`src/rtl/uart_rx_deframer_if.sv`:
```
// Signal bundle between the serial deframer and its FIFO/host side.
// The master modport belongs to the deframer; slave is the environment driving it.
interface uart_rx_deframer_if;
    logic       rxd;
    logic       full;
    logic       clear_drop_n;
    logic [8:0] data_out;
    logic       write_n;
    logic       frame_err;
    logic       dropped;
    logic       busy;

    modport master (
        input  rxd, full, clear_drop_n,
        output data_out, write_n, frame_err, dropped, busy
    );

    modport slave (
        output rxd, full, clear_drop_n,
        input  data_out, write_n, frame_err, dropped, busy
    );
endinterface

```
`src/rtl/uart_rx_deframer.sv`:
```
// Oversampling 8E1 UART receiver that packs each frame into {parity_err, byte}
// and pushes it into a downstream FIFO through an active-low write strobe.
module uart_rx_deframer #(
    parameter int CLKS_PER_BIT = 434
) (
    input logic                 clk,
    input logic                 rst,
    uart_rx_deframer_if.master  bus
);
    localparam int CW = $clog2(CLKS_PER_BIT);
    localparam logic [CW-1:0] HALF_LAST = CW'(CLKS_PER_BIT / 2 - 1);
    localparam logic [CW-1:0] FULL_LAST = CW'(CLKS_PER_BIT - 1);

    localparam logic [2:0] IDLE   = 3'd0;
    localparam logic [2:0] START  = 3'd1;
    localparam logic [2:0] DATA   = 3'd2;
    localparam logic [2:0] PARITY = 3'd3;
    localparam logic [2:0] STOP   = 3'd4;

    logic [1:0]    sync_reg;
    logic          rx_s;
    logic [2:0]    state_reg;
    logic [CW-1:0] cnt_reg;
    logic [2:0]    bit_cnt_reg;
    logic [7:0]    shift_reg;
    logic          perr_reg;
    logic [8:0]    data_out_reg;
    logic          write_n_reg;
    logic          frame_err_reg;
    logic          dropped_reg;
    logic          tick;

    // Both flops reset high so a reset never looks like a start edge.
    always_ff @(posedge clk or posedge rst) begin
        if (rst) begin
            sync_reg <= 2'b11;
        end else begin
            sync_reg <= {sync_reg[0], bus.rxd};
        end
    end

    assign rx_s = sync_reg[1];

    // The start bit is checked at its middle; every later bit one full period on.
    assign tick = (state_reg == START) ? (cnt_reg == HALF_LAST) : (cnt_reg == FULL_LAST);

    always_ff @(posedge clk or posedge rst) begin
        if (rst) begin
            state_reg     <= IDLE;
            cnt_reg       <= '0;
            bit_cnt_reg   <= 3'd0;
            shift_reg     <= 8'h00;
            perr_reg      <= 1'b0;
            data_out_reg  <= 9'h000;
            write_n_reg   <= 1'b1;
            frame_err_reg <= 1'b0;
            dropped_reg   <= 1'b0;
        end else begin
            write_n_reg   <= 1'b1;
            frame_err_reg <= 1'b0;
            if (!bus.clear_drop_n) begin
                dropped_reg <= 1'b0;
            end

            case (state_reg)
                IDLE: begin
                    if (!rx_s) begin
                        state_reg <= START;
                        cnt_reg   <= '0;
                    end
                end
                START: begin
                    if (tick) begin
                        cnt_reg     <= '0;
                        bit_cnt_reg <= 3'd0;
                        state_reg   <= rx_s ? IDLE : DATA;
                    end else begin
                        cnt_reg <= cnt_reg + 1'b1;
                    end
                end
                DATA: begin
                    if (tick) begin
                        cnt_reg     <= '0;
                        shift_reg   <= {rx_s, shift_reg[7:1]};
                        bit_cnt_reg <= bit_cnt_reg + 3'd1;
                        if (bit_cnt_reg == 3'd7) begin
                            state_reg <= PARITY;
                        end
                    end else begin
                        cnt_reg <= cnt_reg + 1'b1;
                    end
                end
                PARITY: begin
                    if (tick) begin
                        cnt_reg   <= '0;
                        perr_reg  <= (^shift_reg) ^ rx_s;
                        state_reg <= STOP;
                    end else begin
                        cnt_reg <= cnt_reg + 1'b1;
                    end
                end
                STOP: begin
                    if (tick) begin
                        cnt_reg   <= '0;
                        state_reg <= IDLE;
                        if (!rx_s) begin
                            frame_err_reg <= 1'b1;
                        end else if (!bus.full) begin
                            data_out_reg <= {perr_reg, shift_reg};
                            write_n_reg  <= 1'b0;
                        end else begin
                            // Placed after the clear so a simultaneous set wins.
                            dropped_reg <= 1'b1;
                        end
                    end else begin
                        cnt_reg <= cnt_reg + 1'b1;
                    end
                end
                default: begin
                    state_reg <= IDLE;
                    cnt_reg   <= '0;
                end
            endcase
        end
    end

    assign bus.data_out  = data_out_reg;
    assign bus.write_n   = write_n_reg;
    assign bus.frame_err = frame_err_reg;
    assign bus.dropped   = dropped_reg;
    assign bus.busy      = (state_reg != IDLE);
endmodule

```
`src/flat_wrapper.sv`:
```
// flat-port wrapper written by rule: the top's interface ports become plain ports
module uart_rx_deframer_flat 
#(
    parameter int CLKS_PER_BIT = 434
)
  (clk, rst, bus_rxd, bus_full, bus_clear_drop_n, bus_data_out, bus_write_n, bus_frame_err, bus_dropped, bus_busy);
  uart_rx_deframer_if bus_i ();
  input logic clk;
  input logic rst;
  input wire logic [$bits(bus_i.rxd)-1:0] bus_rxd;
  input wire logic [$bits(bus_i.full)-1:0] bus_full;
  input wire logic [$bits(bus_i.clear_drop_n)-1:0] bus_clear_drop_n;
  output wire logic [$bits(bus_i.data_out)-1:0] bus_data_out;
  output wire logic [$bits(bus_i.write_n)-1:0] bus_write_n;
  output wire logic [$bits(bus_i.frame_err)-1:0] bus_frame_err;
  output wire logic [$bits(bus_i.dropped)-1:0] bus_dropped;
  output wire logic [$bits(bus_i.busy)-1:0] bus_busy;
  assign bus_i.rxd = bus_rxd;
  assign bus_i.full = bus_full;
  assign bus_i.clear_drop_n = bus_clear_drop_n;
  assign bus_data_out = bus_i.data_out;
  assign bus_write_n = bus_i.write_n;
  assign bus_frame_err = bus_i.frame_err;
  assign bus_dropped = bus_i.dropped;
  assign bus_busy = bus_i.busy;
  uart_rx_deframer #(.CLKS_PER_BIT(CLKS_PER_BIT)) u_core (.clk(clk), .rst(rst), .bus(bus_i));
endmodule
```
`config.mk`:
```
export PLATFORM = sky130hd
export DESIGN_NAME = uart_rx_deframer_flat
export DESIGN_NICKNAME = d
export VERILOG_FILES = /design/src/rtl/uart_rx_deframer_if.sv /design/src/rtl/uart_rx_deframer.sv /design/src/flat_wrapper.sv
export SDC_FILE = /design/constraint.sdc
export NUM_CORES = 1
export LEC_CHECK = 0
export CAP_MARGIN = 10
export CORE_AREA = 2 2 59 61
export CTS_CLUSTER_SIZE = 20
export DETAILED_ROUTE_END_ITERATION = 10
export DIE_AREA = 0 0 61 63
export GPL_TIMING_DRIVEN = 0
export MAX_ROUTING_LAYER = met4
export PLACE_DENSITY = 0.76
export SKIP_LAST_GASP = 1
export SLEW_MARGIN = 20
export SYNTH_ARGS = -nofsm -noshare
export SYNTH_HDL_FRONTEND = slang
export SYNTH_SLANG_ARGS = --single-unit
```
`constraint.sdc`:
```
create_clock -name clk -period 3.36 [get_ports clk]
set_input_delay 0.672 -clock clk [delete_from_list [all_inputs] [get_ports clk]]
set_output_delay 0.672 -clock clk [all_outputs]
set_load 0.02 [all_outputs]
```
==> run summary, run 1 <==
status - finished, final reports clean
dpl cells - 223
Syn Area/Cell - 11.39 um^2
largest class - registers
gpl congestion - 0.8338
Via density - 5.506
final worst-path cycle share - 0.7717
Placement Cell Area - 2051 um^2
number of setup violations in the final report - 0
logic share of the area - 0.3806
most frequently placed logic cells in the final layout - dfrtp_1 (35), mux2_2 (18), clkdlybuf4s50_1 (17)
clock network share of area - 0.02845
maximum buffer depth of the clock tree - 2
# DRC - 0
Signal buf overhead - 0.09544
Setup TNS - 0 ns
CP required - 2.69 ns
GR Util All Layers - 0.2274
post-route minimum period - 2.593 ns
Peak Freq - 385.7 MHz
cell area after synthesis - 1823 um^2
MI comb cells - 107
inverters - 9
final global-route overflow total - 0
DP Worst Slack - 0.9120 ns
multi-input logic area - 803.3 um^2
number of non-clock buffers - 23
Synth Instances - 160
# resized after CTS - 0
startpoint types - flip-flop
H-tree depth - 2
final max-slew violation count - 0
flip-flops with a built-in enable - 0
CTS tree - built
post-synthesis to final-layout area growth - 15.79%
die height - 63 um
final worst slack - 0.7671 ns
Arrival @ worst endpoint - 1.92 ns
Initial DRC Count - 60
share of async-settable or async-resettable flops after synthesis - 1.000
Syn Nets - 168
ANT cells - 0
hold_ws - 0.3657 ns
IO Port Bufs - 17
share of post-route cells with drive strength above 1 - 0.1892
# clk buffers - 7
skew final - 0.007708 ns
top_reg_cell synth - dfrtp_1
Tool Warnings - 26
largest net degree at the start of global routing - 39
hold path cells - 0
post-synth area from yosys stat - 1823 um^2
DRT Pass-1 Iters - 4
Slew @ Worst Pin - 0.7771 ns
final count of hold timing violations - 0
Chip Area - 3843 um^2
LEAKAGE - 0.9601 nW
RSZ-0062 raised after global routing - false
max_cap viols - 0
Seq/Total Area, Yosys - 0.5237
Max IR drop VDD - 237.1 uV
crit-path max FO - 10
Well Taps - 46
Worst-path clk slew - 0.11 ns
die width - 61 um
dominant logic cell type in the layout - dfrtp_1
clk sinks - 38
Root Buffer - clkbuf_4
Registers, synthesis - 38
vias in the first global route - 1406
Hold-fix buffers, CTS - 0
# Cells Yosys - 160
first-pass GRT wire length - 6354 um
WL/cell - 15.32 um
unique cell type count in the Yosys netlist - 39
Synth Warn # - 0
Insertion Delay late pin - 0.35 ns
R2R depth - 6
Routed Antenna Nets - 0
I/O pin cnt - 18
Design Power - 0.7280 mW
Slew HR - 0.4812
Setup CP Type - flip-flop to primary output
pwr dens - 344.9 nW/um^2
TritonCTS buffer count - 5
final net count - 192
crit end category - primary output
Setup Fix Bufs, Post-CTS - 0
initial antenna violation count - 0
Hold WC Path Type - flip-flop to flip-flop
Design Area, Final - 2111 um^2
DPL Wire Length - 2523 um
run 1: report_power, final:
group / total (mW) / internal, mW / switching, mW / leakage, nW
Sequential: 0.461 / 0.459 / 0.00117 / 0.506
Combinational: 0.0177 / 0.00591 / 0.0118 / 0.419
Clock: 0.250 / 0.101 / 0.148 / 0.0353
run 1: kinds of logic after synthesis:
family | synth area share
and+or+nand+nor | 0.1544
xor gates and xnor gates | 0.04805
buffers and inverters | 0.03568
adders and majority gates | 0.02059
muxes | 0.1283
DFF | 0.5237
AOI/OAI and AO/OA | 0.08922
run 1: layer usage:
metal / global-route usage / share of wire
met1: 0.2908 / 0.46
met2: 0.3441 / 0.49
met3: 0.04555 / 0.039
met4: 0.1033 / 0.015
met5: - / 0
run 1: final timing paths:
kind / start / to / slack, ns
hold / removal: u_core.sync_reg[0] / u_core.sync_reg[1] / 0.37
max in group asynchronous: rst / u_core.state_reg[1] / 2.09
hold reg to reg: u_core.sync_reg[0] / u_core.sync_reg[1] / 0.37
setup reg to reg: u_core.state_reg[2] / u_core.bus.data_out[6] / 0.90
min in group asynchronous: rst / u_core.shift_reg[6] / 0.78
setup / recovery: u_core.state_reg[1] / bus_busy / 0.77
run 1: Yosys cell counts, drive strengths merged, types with 3 or more instances:
master,number,share of area
nor2,9,0.019
nor3,4,0.014
clkbuf,4,0.0082
o21ai,8,0.022
dfrtp,35,0.48
ha,3,0.021
dfstp,3,0.043
xnor2,8,0.038
nor2b,3,0.010
nand3,7,0.019
nand2,13,0.027
mux2,19,0.12
inv,9,0.019
and3,3,0.010
run 1: worst max-delay path, stage by stage (launching register included):
cell and delay (ns):
dfrtp_1 0.39, clkbuf_1 0.20, or3_1 0.44, clkdlybuf4s50_1 0.55
run_1/util_map.png
6 x 6 tiles, from white (low) to dark blue (high), 0 to 100% covered.
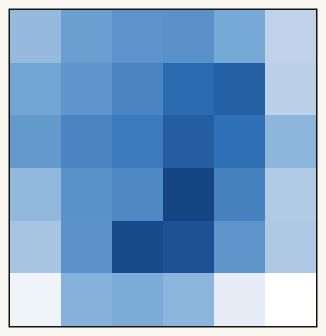
- tiles over 75% full: 17%
- emptiest ninth of the die: lower right
- fullest tile: 92%
Core Area: 3232 um^2
fp_density: 0.5641
Layout Utilization: 0.6531

run_1/m3.png
The bar under the picture is 20 um long.
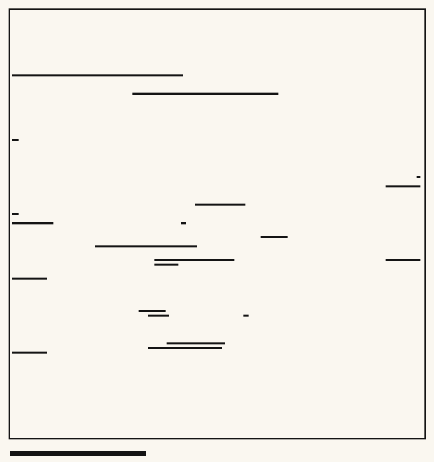
- share of all routed wire: 3.9%
- longest straight run: 24.8 um
- nets with wire on the layer: 17
- wire length on this layer: 139 um
DR vias: 1272
Routed WL: 3539 um
met3 GRT Util: 0.04555

run_1/ff_map.png
The bar under the picture is 20 um long. Other sequential cells in the stronger gray, the rest of the logic in the fainter gray.
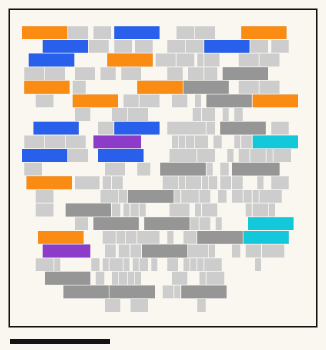
- u_core.sync_reg: purple (flops 2)
- u_core.bit_cnt_reg: cyan (flops 3)
- u_core.bus.data_out: orange (flops 9)
- u_core.shift_reg: blue (flops 8)
reported sequential group power: 0.461 mW
Flop area: 954.7 um^2
Seq/total area: 0.4523

run_1/placed.png
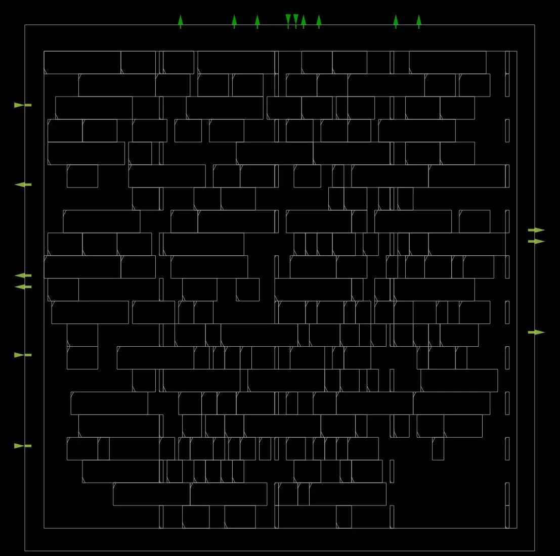
fillers: 268
fin cells: 231
Seq cells: 38
num rows: 21

run_1/class_map.png
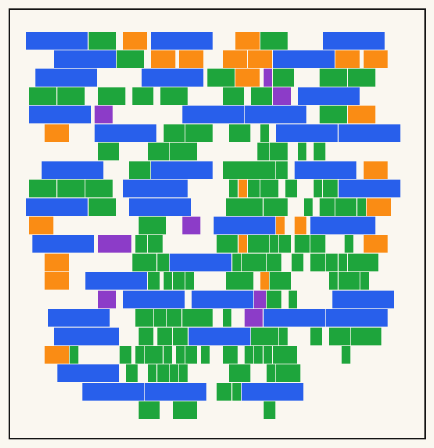

==> inputs of run 2 (changes only) <==
--- a/config.mk
+++ b/config.mk
@@ -6,13 +6,13 @@
 export NUM_CORES = 1
 export LEC_CHECK = 0
 export CAP_MARGIN = 10
-export CORE_AREA = 2 2 59 61
+export CORE_AREA = 2 2 64 66
 export CTS_CLUSTER_SIZE = 20
 export DETAILED_ROUTE_END_ITERATION = 10
-export DIE_AREA = 0 0 61 63
+export DIE_AREA = 0 0 66 68
 export GPL_TIMING_DRIVEN = 0
 export MAX_ROUTING_LAYER = met4
-export PLACE_DENSITY = 0.76
+export PLACE_DENSITY = 0.68
 export SKIP_LAST_GASP = 1
 export SLEW_MARGIN = 20
 export SYNTH_ARGS = -nofsm -noshare
==> constraint.sdc (replaced) <==
create_clock -name clk -period 2.25 [get_ports clk]
set_input_delay 0.45 -clock clk [delete_from_list [all_inputs] [get_ports clk]]
set_output_delay 0.45 -clock clk [all_outputs]
set_load 0.02 [all_outputs]
run_2/class_map.png
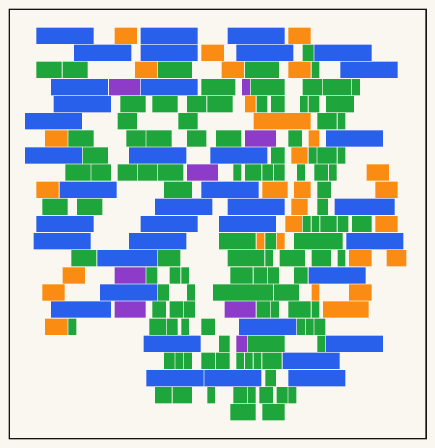
- remaining logic cells: green (cells 116)
- remaining buffers and delay cells: orange (cells 29)
- sequential cells: blue (cells 38)
- clock drivers and dummy loads: purple (cells 8)
num rows: 23
Core Area: 3856 um^2
Layout Utilization: 0.5896
Seq/total area: 0.4199
Design Area, Final: 2273 um^2

run_2/placed.png
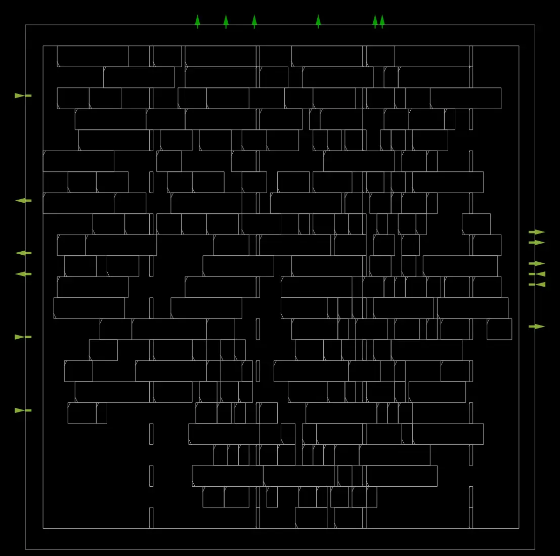
fillers: 323
fin cells: 241
Well Taps: 50

==> run summary, run 2 <==
status - finished, final reports clean
flip-flops with a built-in enable - 0 (unchanged)
# Cells Yosys - 160 (unchanged)
final global-route overflow total - 0 (unchanged)
Initial DRC Count - 87 (+45%)
hold_ws - 0.3614 ns (-0.004232 ns)
Insertion Delay late pin - 0.28 ns (-0.07 ns)
crit-path max FO - 7 (-3)
Tool Warnings - 27 (+3.8%)
pwr dens - 524.2 nW/um^2 (+52%)
RSZ-0062 raised after global routing - true
vias in the first global route - 1340 (-4.7%)
largest net degree at the start of global routing - 39 (unchanged)
IO Port Bufs - 17 (unchanged)
clk sinks - 38 (unchanged)
top_reg_cell synth - dfrtp_1
internal power - 0.9421 mW (+66%)
Seq/Total Area, Yosys - 0.5237 (unchanged)
Via density - 5.473 (-0.61%)
final net count - 198 (+3.1%)
H-tree depth - 2 (unchanged)
Worst-path clk slew - 0.07 ns (-0.04 ns)
final count of hold timing violations - 0 (unchanged)
Synth Warn # - 0 (unchanged)
Setup CP Type - flip-flop to flip-flop
gpl congestion - 0.8336 (about the same)
Hold-fix buffers, CTS - 0 (unchanged)
Logic power comb - 0.0262 mW (+48%)
# DRC - 0 (unchanged)
Worst Setup SP - u_core.state_reg[2]
Routed Antenna Nets - 0 (unchanged)
DPL Wire Length - 2500 um (-0.90%)
Cell area leaders - dfrtp_1 (48%), mux2_2 (11%), dfstp_2 (4.3%)
Hold WC Path Type - flip-flop to flip-flop
post-route minimum period - 2.186 ns
GR Util All Layers - 0.1861 (-0.04131)
Slew HR - 0.4821 (+0.0009190)
Worst R2R End - u_core.bus.data_out[6]
Area leader share - 0.4804 (unchanged)
Flop area - 954.7 um^2 (unchanged)
clk pwr - 0.478 mW (+91%)
Routed WL - 3752 um (+6.0%)
CTS tree - built
fp_density - 0.4727 (-0.09133)
sequential share of power - 0.577 (-0.056)
synth cell count leaders - dfrtp_1 (35), mux2_2 (18), nand2_1 (13)
die width - 66 um (+8.2%)
post-synthesis to final-layout area growth - 24.71%
flop2flop setup slack - 0.06 ns (-0.84 ns)
number of setup violations in the final report - 0 (unchanged)
Syn Nets - 168 (unchanged)
multi-input logic area - 854.6 um^2 (+6.4%)
share of async-settable or async-resettable flops after synthesis - 1.000 (unchanged)
RR Startpoint - u_core.state_reg[2]
Root Buffer - clkbuf_8
maximum buffer depth of the clock tree - 2 (unchanged)
Placement Cell Area - 2056 um^2 (+0.24%)
Slew @ Worst Pin - 0.7758 ns (-0.001377 ns)
final max-slew violation count - 0 (unchanged)
Critical Path End - u_core.bus.data_out[6]
Worst Hold Path EP - u_core.sync_reg[1]
skew final - 0.006737 ns (-0.0009706 ns)
TritonCTS buffer count - 5 (unchanged)
post-synth area from yosys stat - 1823 um^2 (unchanged)
Max IR drop VDD - 379.9 uV (+60%)
I/O pin cnt - 18 (unchanged)
crit end category - flip-flop
Logic pwr share - 0.022 (-0.002)
WL/cell - 15.57 um (+1.6%)
cell area after synthesis - 1823 um^2 (unchanged)
share of post-route cells with drive strength above 1 - 0.2461 (+0.05688)
Registers, synthesis - 38 (unchanged)
R2R depth - 8 (+2)
final worst-path cycle share - 0.9714
Net Sw Frac - 0.2095 (-0.01206)
Chip Area - 4488 um^2 (+17%)
LEAKAGE - 1.013 nW (+5.5%)
Syn Area/Cell - 11.39 um^2 (unchanged)
hold path cells - 0 (unchanged)
Clock Power Share - 0.401 (+0.058)
dominant logic cell type in the layout - dfrtp_1
unique cell type count in the Yosys netlist - 39 (unchanged)
ANT cells - 0 (unchanged)
die height - 68 um (+7.9%)
switching pwr - 0.2496 mW (+55%)
max_cap viols - 0 (unchanged)
initial antenna violation count - 0 (unchanged)
Peak Freq - 457.5 MHz
most common cell in the netlist - dfrtp_1
min-delay src - u_core.sync_reg[0]
Top Consumer - sequential cells
startpoint types - flip-flop
reported sequential group power - 0.688 mW (+49%)
Arrival @ worst endpoint - 2.35 ns (+0.43 ns)
most frequently placed logic cells in the final layout - dfrtp_1 (35), clkdlybuf4s50_1 (16), mux2_2 (15)
Synth Instances - 160 (unchanged)
DRT Pass-1 Iters - 4 (unchanged)
CP required - 2.42 ns (-0.27 ns)
cell type with the largest total area - dfrtp_1
first-pass GRT wire length - 6120 um (-3.7%)
DR vias - 1319 (+3.7%)
## run 2: cell counts after synthesis
Identical to the previous run, type by type.
## run 2: area by class of cell
type / instances / area share
Clock inverter: 1 / 0.002201
Tap cell: 50 / 0.02752
Clock buffer: 7 / 0.03797
Sequential cell: 38 / 0.4199
Multi-Input combinational cell: 107 / 0.3759
Timing Repair Buffer: 23 / 0.1073
Buffer: 6 / 0.01431
Inverter: 9 / 0.01486
## run 2: worst max-delay path: stages (launching register included)
cell and delay [ns]:
dfrtp_1 0.38, buf_6 0.13, or3b_4 0.38, nor3_4 0.17
o2111ai_4 0.20, nor4_4 0.17, buf_4 0.18, buf_12 0.12
mux2_2 0.33
## run 2: logic make-up (layout without fill, tap and decap cells)
group                      Yosys count  count (layout)  share of synthesized area
adders and majority gates            3               3                    0.02059
DFF                                 38              38                     0.5237
and+or+nand+nor                     50              50                     0.1544
muxes                               21              21                     0.1283
AOI/OAI and AO/OA                   23              23                    0.08922
buffers and inverters               15              46                    0.03568
xor gates and xnor gates            10              10                    0.04805
## run 2: stage by stage
stage | total power, mW | worst slack [ns] | std cells | TNS (ns)
after global placement | 0.7273 | -0.1316 | 227 | -1.145
after detailed placement | 0.7284 | -0.1909 | 227 | -1.667
after CTS | 1.211 | 0.001485 | 236 | 0
after global routing | 1.245 | -0.02481 | 241 | -0.07973
final | 1.192 | 0.06428 | 241 | 0
after floorplan | 0.7152 | 0.08988 | 160 | 0
## run 2: what timing repair did
action | CTS | global route
gates resized | 2 | 13
endpoints found under the setup margin | 11 | 27
gates cloned | 0 | 1
pin swaps | 1 | 0
setup buffers | 1 | 4
## run 2: layer usage
metal	track usage	up-vias	share of wire
met1	0.2223	652	0.42
met4	0.06122	0	0.017
met3	0.04934	8	0.051
met5	-	-	0
met2	0.3093	34	0.51
li1	-	625	-
run_2/util_map.png
7 x 7 tiles, from white (low) to dark blue (high), 0 to 100% covered.
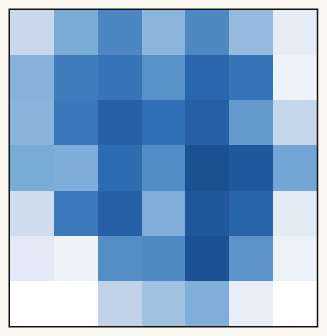

==> inputs of run 3 (changes only) <==
--- a/config.mk
+++ b/config.mk
@@ -5,14 +5,13 @@
 export SDC_FILE = /design/constraint.sdc
 export NUM_CORES = 1
 export LEC_CHECK = 0
-export CAP_MARGIN = 10
-export CORE_AREA = 2 2 64 66
+export CORE_AREA = 2 2 61 63
 export CTS_CLUSTER_SIZE = 20
 export DETAILED_ROUTE_END_ITERATION = 10
-export DIE_AREA = 0 0 66 68
+export DIE_AREA = 0 0 63 65
 export GPL_TIMING_DRIVEN = 0
 export MAX_ROUTING_LAYER = met4
-export PLACE_DENSITY = 0.68
+export PLACE_DENSITY = 0.71
 export SKIP_LAST_GASP = 1
 export SLEW_MARGIN = 20
 export SYNTH_ARGS = -nofsm -noshare
==> constraint.sdc (replaced) <==
create_clock -name clk -period 2.23 [get_ports clk]
set_input_delay 0.446 -clock clk [delete_from_list [all_inputs] [get_ports clk]]
set_output_delay 0.446 -clock clk [all_outputs]
set_load 0.02 [all_outputs]
run_3/util_map.png
6 x 6 tiles, from white (low) to dark blue (high), 0 to 100% covered.
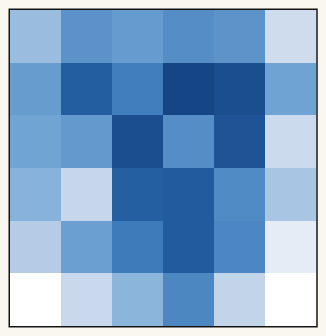
- densest ninth of the die: center
- fullest tile: 92%
- nearly empty tiles: 5.6%
- tiles over 75% full: 22%
- mean over tiles: 53%
Layout Utilization: 0.6389
fp_density: 0.5215
Core Area: 3496 um^2

==> run summary, run 3 <==
status - finished, final reports clean
skew final - 0.01084 ns (+0.004104 ns)
crit-path max FO - 6 (-1)
fillers - 290 (-10%)
Setup CP Type - flip-flop to flip-flop
final worst-path cycle share - 0.9704 (-0.001021)
sequential share of power - 0.575 (-0.002)
min-delay src - u_core.sync_reg[0]
IO Port Bufs - 17 (unchanged)
Logic power comb - 0.0263 mW (about the same)
I/O pin cnt - 18 (unchanged)
most common cell in the netlist - dfrtp_1
cell area after synthesis - 1823 um^2 (unchanged)
max_cap viols - 0 (unchanged)
Worst Hold Path EP - u_core.sync_reg[1]
clk pwr - 0.486 mW (+2%)
die width - 63 um (-4.5%)
Synth Warn # - 0 (unchanged)
crit end category - flip-flop
Insertion Delay late pin - 0.34 ns (+0.06 ns)
Routed Antenna Nets - 0 (unchanged)
Net Sw Frac - 0.1973 (-0.01220)
Chip Area - 4095 um^2 (-8.8%)
GR Util All Layers - 0.2002 (+0.01409)
final global-route overflow total - 0 (unchanged)
Slew HR - 0.4939 (+0.01186)
met2 routed WL - 1809 um (-4.9%)
Slew @ Worst Pin - 0.7580 ns (-0.01776 ns)
Setup TNS - 0 ns (unchanged)
clk sinks - 38 (unchanged)
num rows - 22 (-4.3%)
share of async-settable or async-resettable flops after synthesis - 1.000 (unchanged)
DR vias - 1314 (-0.38%)
die height - 65 um (-4.4%)
gpl congestion - 0.8107 (-2.7%)
Seq/Total Area, Yosys - 0.5237 (unchanged)
startpoint types - flip-flop
Registers, synthesis - 38 (unchanged)
internal power - 0.9689 mW (+2.8%)
maximum buffer depth of the clock tree - 2 (unchanged)
fa+ha+maj area frac - 0.02059 (unchanged)
flop2flop setup slack - 0.07 ns (about the same)
Tool Warnings - 26 (-3.7%)
Synth Instances - 160 (unchanged)
post-synth area from yosys stat - 1823 um^2 (unchanged)
Max IR drop VDD - 417.0 uV (+9.8%)
Critical Path End - u_core.bus.data_out[3]
met1 WL - 1551 um (-2.5%)
Main logic family - simple AND/OR/NAND/NOR gates
largest net degree at the start of global routing - 39 (unchanged)
DPL Wire Length - 2442 um (-2.3%)
Hold WC Path Type - flip-flop to flip-flop
DRT Pass-1 Iters - 4 (unchanged)
Worst R2R End - u_core.bus.data_out[3]
pwr dens - 540.4 nW/um^2 (+3.1%)
Peak Freq - 462.1 MHz (+1.0%)
switching pwr - 0.2381 mW (-4.6%)
LEAKAGE - 1.002 nW (-1.0%)
most frequently placed logic cells in the final layout - dfrtp_1 (35), mux2_2 (18), clkdlybuf4s50_1 (16)
Area leader share - 0.4804 (unchanged)
RR Startpoint - u_core.state_reg[2]
Top Consumer - sequential cells
AND-OR/OR-AND Cells, Area Fraction - 0.08922 (unchanged)
routed wl met3 - 184 um (-4.2%)
final net count - 196 (-1.0%)
Worst-path clk slew - 0.11 ns (+0.04 ns)
Arrival @ worst endpoint - 2.40 ns (+0.05 ns)
final count of hold timing violations - 0 (unchanged)
Routed WL - 3579 um (-4.6%)
yosys xor share - 0.04804 (unchanged)
flip-flops with a built-in enable - 0 (unchanged)
TritonCTS buffer count - 5 (unchanged)
top_reg_cell synth - dfrtp_1
hold path cells - 0 (unchanged)
unique cell type count in the Yosys netlist - 39 (unchanged)
R2R depth - 8 (unchanged)
Root Buffer - clkbuf_4
Syn Nets - 168 (unchanged)
# DRC - 0 (unchanged)
H-tree depth - 2 (unchanged)
mux share - 0.1283 (unchanged)
Syn Area/Cell - 11.39 um^2 (unchanged)
first-pass GRT wire length - 6120 um (unchanged)
Top Layer Used - met4
Via density - 5.544 (+1.3%)
post-route minimum period - 2.164 ns (-0.02171 ns)
CTS tree - built
Cell area leaders - dfrtp_1 (48%), mux2_2 (11%), dfstp_2 (4.3%)
vias in the first global route - 1302 (-2.8%)
final max-slew violation count - 0 (unchanged)
initial antenna violation count - 0 (unchanged)
final worst slack - 0.06599 ns (+0.001705 ns)
DP Worst Slack - -0.2106 ns (-0.01969 ns)
CP required - 2.47 ns (+0.05 ns)
Worst Setup SP - u_core.state_reg[2]
Design Power - 1.207 mW (+1.3%)
WL/cell - 15.10 um (-3.0%)
synth cell count leaders - dfrtp_1 (35), mux2_2 (18), nand2_1 (13)
Logic pwr share - 0.022 (about the same)
share of post-route cells with drive strength above 1 - 0.2328 (-0.01327)
post-synthesis to final-layout area growth - 22.51%
dominant logic cell type in the layout - dfrtp_1
Initial DRC Count - 141 (+62%)
Post-Synth Simple-Gate Area - 0.1544 (unchanged)
cell type with the largest total area - dfrtp_1
Clock Power Share - 0.403 (+0.002)
ANT cells - 0 (unchanged)
number of setup violations in the final report - 0 (unchanged)
# Cells Yosys - 160 (unchanged)
run_3/ff_map.png
The bar under the picture is 20 um long. Other sequential cells in the stronger gray, the rest of the logic in the fainter gray.
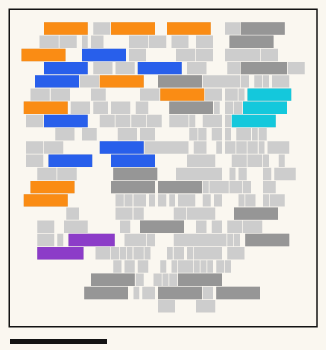
- u_core.shift_reg: blue (flops 8)
- u_core.sync_reg: purple (flops 2)
- u_core.bit_cnt_reg: cyan (flops 3)
- u_core.bus.data_out: orange (flops 9)
Seq/total area: 0.4275
reported sequential group power: 0.694 mW

run 3: cell count changes in the layout (fill, tap and decap cells not counted), moves of 2 or more:
| cell | change |
|---|---|
| buf_4 | -2 |
| clkbuf_4 | +5 |
| clkbuf_8 | -5 |
| mux2_2 | +3 |
| mux2_4 | -4 |
| clkbuf_2 | +2 |
run 3: layout make-up:
| type | count | area (um^2) | area share |
|---|---|---|---|
| repair buffers | 21 | 229.0 | 0.1025 |
| clock buffers | 7 | 55.05 | 0.02465 |
| clock inverters | 1 | 30.03 | 0.01345 |
| inverters | 9 | 33.78 | 0.01513 |
| well taps | 48 | 60.06 | 0.02689 |
| plain buffers | 6 | 33.78 | 0.01513 |
| multi-input cells | 107 | 837.1 | 0.3748 |
| flip-flops and latches | 38 | 954.7 | 0.4275 |
run 3: per-layer routing:
layer | vias to the layer above | track usage
li1 | 626 | -
met1 | 636 | 0.2379
met2 | 46 | 0.3311
met3 | 6 | 0.05208
met4 | 0 | 0.07222
met5 | - | -
run 3: stage by stage:
step | area (um^2) | cells | hold WS (ns)
after global routing | 2233 | 237 | 0.3696
after detailed placement | 2053 | 225 | 0.3494
after CTS | 2158 | 234 | 0.3633
after floorplan | 1823 | 160 | 0.3452
after global placement | 2053 | 225 | 0.3472
final | 2233 | 237 | 0.3610
run 3: worst max-delay path: stages, from the launching register on:
cell       delay (ns)
dfrtp_1          0.39
buf_6            0.12
or3b_4           0.38
nor3_4           0.18
o2111ai_4        0.19
nor4_4           0.16
buf_4            0.18
clkbuf_16        0.14
mux2_2           0.32
run 3: what timing repair did:
item / CTS / global route
setup endpoints to repair: 15 / 20
pin swaps: 1 / 0
setup buffers: 1 / 2
hold buffers: 0 / 0
resized: 2 / 8
endpoints found under the hold margin: 0 / 0
gates cloned: 0 / 1
Power figures rest on the tool's default switching activity, not on a simulated workload.
